Design pic_int_gateway_flat, sky130hd; sources not shown.
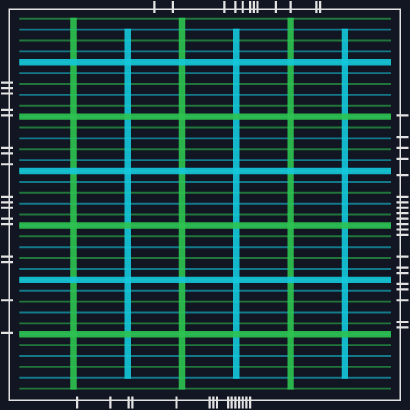
*Supply network, run 1*
Scale: 4 px per micron. Pins as bars on the die edge.
net	colour
VSS	green
VDD	cyan
met5 straps	6
met4 straps	6
signal pins	65
met1 rails	35
Worst VDD drop: 0.144 mV
DIE HEIGHT: 97.4 microns
die width: 97.4 microns
Core ar.: 8590 sq um

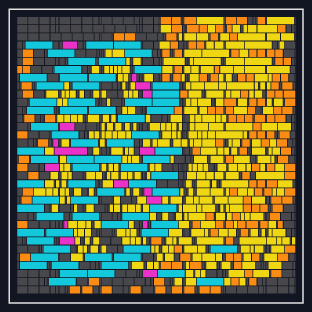
*Placed cells, one colour a class, run 1*
Scale: 3 px per micron. Fill, decap, tap and diode cells in grey.
class	colour	cells	share of their area
other buffers and delay cells	orange	153	21%
combinational and other logic	yellow	359	47%
clock drivers and dummy loads	magenta	16	3.1%
flops	cyan	71	29%
Finished Cell Area: 6320 sq um
final core utilization: 0.736
row count: 34
Seq/total area: 0.281

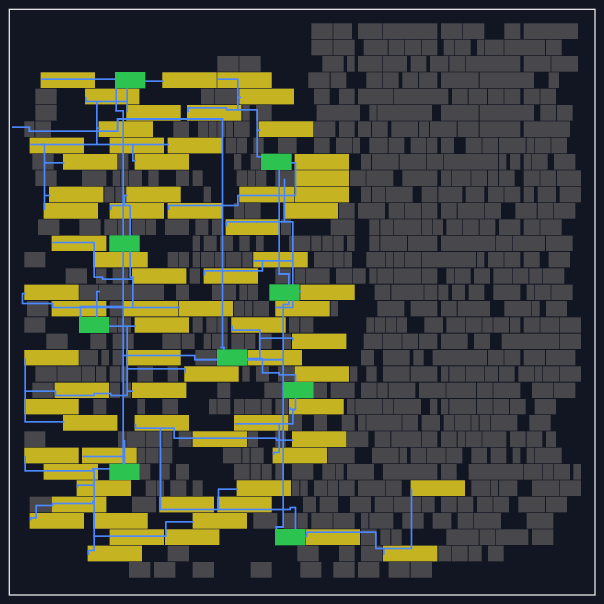
*Routed clock nets over the placement, run 1*
Scale: 6 px per micron.
[clock wires] blue | length: 854 microns
[flip-flops] yellow | count: 71
[clock drivers] green | count: 9
routed clock nets	10
Clk. pwr: 243 uW
clock share of power: 0.162

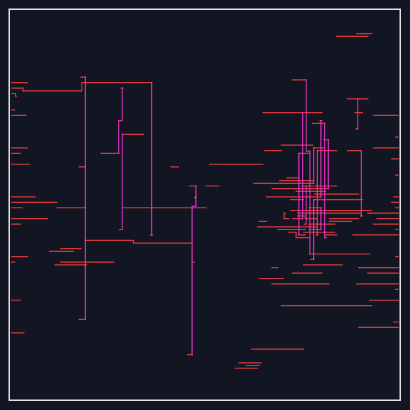
*Routed metal, one colour a layer, run 1*
Scale: 4 px per micron. Two of the layers only.
layer	colour	wire length
metal 4	magenta	418 microns
metal 3	red	702 microns
final WL: 12.7 mm
GR Util All Layers: 0.255
total number of vias: 4168
Avg WL per Cell: 18.0 microns

==> results.sh, run 1 <==
# source this file to load flow results
export IMPL_clkLatencyLatePin_ps=360
export IMPL_vias_per_cell=5.90
export IMPL_setup_ws_ps=-950
export IMPL_diodes=0
export IMPL_crit_arrival_ps=10300
export IMPL_sh_comb_area=0.447
export IMPL_ys_cells=433
export IMPL_setup_violations=6
export IMPL_relSlewSlack=0.432
export IMPL_reg2regPathDepth=52
export IMPL_finalCritPeriodShare=1.10
export IMPL_max_freq_ghz=0.0995
export IMPL_final_seq_area_sq_um=1780
export IMPL_buffer_area_frac=0.206
export IMPL_top_area_cell="dfrtp_1"
export IMPL_cts_inserted_buffers=9
export IMPL_fillers=593
export IMPL_pg_comb_uw=794
export IMPL_dpl_worst_slack_ps=-1420
export IMPL_largest_reg_flops=24
export IMPL_nets=697
export IMPL_pwr_share_comb=0.529
export IMPL_top_cells_by_count="dfrtp_1, ha_1, a21oi_1"
export IMPL_crit_type="input pin to flop"
export IMPL_avgSynthCellArea_sq_um=9.87
export IMPL_synth_seq_share=0.416
export IMPL_met2_length_mm=6.15
export IMPL_grt_pass1_vias=4195
export IMPL_p_int_uw=946
export IMPL_status="finished, violations left"
export IMPL_slowest_stage="a311oi_2"
export IMPL_violations="negative setup slack"
export IMPL_overflow=0
export IMPL_cts_sinks=71
run 1: critical path, delay by kind of cell:
kind                     cells  cell delay [ps]
AND/OR/NAND/NOR             13             1880
buffers and inverters        7              870
AND-OR/OR-AND               28             4620
adder cells (fa/ha/maj)      8             1980
run 1: cell families (layout without fill, tap and decap cells):
group	count (synthesis)	after routing	synth area share
AND/OR/NAND/NOR	148	148	0.191
flip-flops	71	71	0.416
buffers and inverters	25	191	0.0237
AND-OR/OR-AND	135	135	0.214
multiplexers	9	9	0.0237
adder cells (fa/ha/maj)	45	45	0.132
run 1: cell usage in the layout (no fill, tap or decap), types with 4 or more instances in the layout:
| master | n |
|---|---|
| buf_4 | 85 |
| o21ai_0 | 20 |
| nand3_1 | 23 |
| o21a_1 | 8 |
| nor2_1 | 23 |
| o21ai_2 | 8 |
| nand2b_1 | 10 |
| dfrtp_1 | 71 |
| ha_1 | 31 |
| clkdlybuf4s50_1 | 57 |
| nand3_2 | 4 |
| clkbuf_8 | 9 |
| a21oi_1 | 29 |
| nor2b_1 | 11 |
| a211oi_2 | 4 |
| nand4_1 | 11 |
| a21o_1 | 14 |
| ha_4 | 13 |
| buf_6 | 6 |
| nand2_1 | 20 |
| nor3b_1 | 5 |
| inv_1 | 18 |
| a31oi_1 | 6 |
| mux2_2 | 9 |
| nor2b_4 | 4 |
| and2_4 | 4 |
run 1: per-layer routing:
metal | up-vias | track usage
met3 | 44 | 0.0388
met4 | 0 | 0.123
met1 | 2003 | 0.326
met5 | - | 0
met2 | 167 | 0.424
li1 | 1954 | -
run 1: what timing repair did:
item	in CTS	in global routing
cloned	0	0
pin swaps	39	32
hold buffers	0	0
hold endpoints to repair	0	0
buffers inserted	21	11
setup endpoints to repair	6	6
resized	54	35
### Placement view, run 1

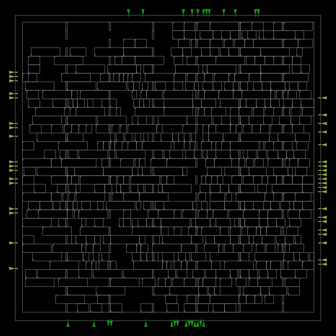

==> inputs of run 2 (changes only) <==
- PLACE_DENSITY: 0.76 -> 0.84
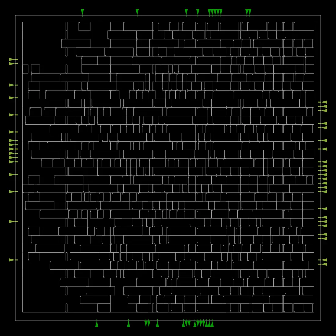
*Placement view, run 2*
final core utilization: 0.782
tap cells: 108
seq_cells: 71
Post-Layout Cell Count: 735

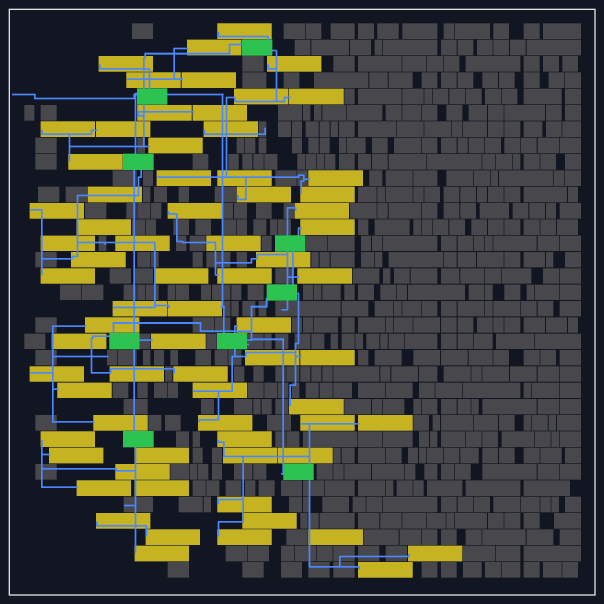
*Routed clock nets over the placement, run 2*
Scale: 6 px per micron.
[flip-flops] yellow | count: 71
[clock wires] blue | length: 863 microns
[clock drivers] green | count: 9
routed clock nets	10
clock share of power: 0.149
Clk. pwr: 246 uW

==> run 2 against run 1 <==
  * The flow still finishes with violations (negative setup slack)
  * Clock-buffer cell count up 3
  * Core utilization up 4.7 points
  * Global-route usage up 3.6 points
  * Clock skew down 5.7 ps
  * Synthesized cell count unchanged
  * Combinational power up 18%
  * Largest cell class unchanged
  * Non-clock buffer count up 28
  * Synthesized area unchanged
==> results.sh, run 2 <==
# source this file to load flow results
export IMPL_status="finished, violations left"
export IMPL_violations="negative setup slack"
export IMPL_ff2ff_setup_slack_ps=-840
export IMPL_via_count=4734
export IMPL_cts_sinks=71
export IMPL_cts_hold_buf=0
export IMPL_crit_type="input pin to flop"
export IMPL_setup_violations=6
export IMPL_ys_cells=433
export IMPL_synth_seq_share=0.416
export IMPL_cts_inserted_buffers=9
export IMPL_slowest_stage="a311oi_2"
export IMPL_design_area_sq_um=6720
export IMPL_cp_top_family="AND-OR/OR-AND gates"
export IMPL_clkLatencyLatePin_ps=340
export IMPL_reg2regPathDepth=56
export IMPL_top_area_frac=0.416
export IMPL_crit_arrival_ps=10680
export IMPL_max_freq_ghz=0.0955
export IMPL_crit_cells=59
export IMPL_relSlewSlack=0.423
export IMPL_wire_per_inst_microns=22.6
export IMPL_grt_pass1_vias=4567
export IMPL_crit_buf_inv=8
export IMPL_lay_top_cells="buf_4, dfrtp_1, clkdlybuf4s50_1"
export IMPL_setup_ws_ps=-1370
export IMPL_fp_row_count=34
export IMPL_diodes=0
export IMPL_top_cells_by_count="dfrtp_1, ha_1, a21oi_1"
export IMPL_largest_reg_flops=24
export IMPL_fillers=459
export IMPL_core_area_sq_um=8590
export IMPL_vias_per_cell=6.44
export IMPL_die_h_microns=97.4
export IMPL_grtUsageTotal=0.291
export IMPL_nets=725
export IMPL_die_w_microns=97.4
export IMPL_wl_mm=16.6
export IMPL_cp_max_fo=5
export IMPL_avgSynthCellArea_sq_um=9.87
export IMPL_final_seq_area_sq_um=1780
export IMPL_finalCritPeriodShare=1.15
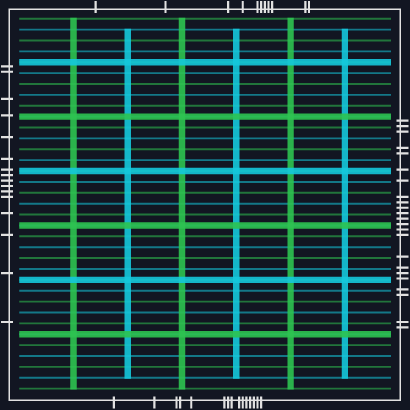
*Supply network, run 2*
Scale: 4 px per micron. Pins as bars on the die edge.
net	colour
VDD	cyan
VSS	green
met4 straps	6
met5 straps	6
signal pins	65
rows	34
met1 rails	35
Worst VDD drop: 0.137 mV

==> run 2: stage by stage <==
stage | util | setup slack [ps]
global route | 0.782 | -1580
global placement | 0.637 | -945
detailed placement | 0.637 | -1340
CTS | 0.730 | -561
floorplan | - | -570
finish | 0.782 | -1370
==> run 2: logic make-up after synthesis <==
logic type	Yosys count	synth area share
buf+inv	25	0.0237
flops	71	0.416
compound gates	135	0.214
fa+ha+maj	45	0.132
simple gates	148	0.191
mux	9	0.0237
==> run 2: repair_timing <==
item | in CTS | in global routing
setup endpoints to repair | 6 | 6
pin swaps | 49 | 49
buffers inserted | 54 | 11
resized | 55 | 63
==> run 2: metal layers <==
layer,up-vias,share of wire,track usage
li1,2004,-,-
met1,2252,0.36,0.349
met2,367,0.46,0.482
met3,111,0.091,0.0712
met4,0,0.080,0.155
met5,-,0,0
==> run 2: power by group <==
part	internal (mW)	leakage, nW	switching (mW)
clock network	0.134	0.0936	0.111
logic	0.481	1.92	0.458
registers	0.395	0.831	0.0714
total	1.01	2.85	0.641
==> run 2: final cells by class <==
cell class	instances	share of cell area
Clock buffer	13	0.0221
Clock inverter	3	0.00633
Inverter	22	0.0134
Multi-Input combinational cell	337	0.445
Sequential cell	71	0.264
Tap cell	108	0.0201
Timing Repair Buffer	181	0.229
Power and IR drop assume default switching activity.
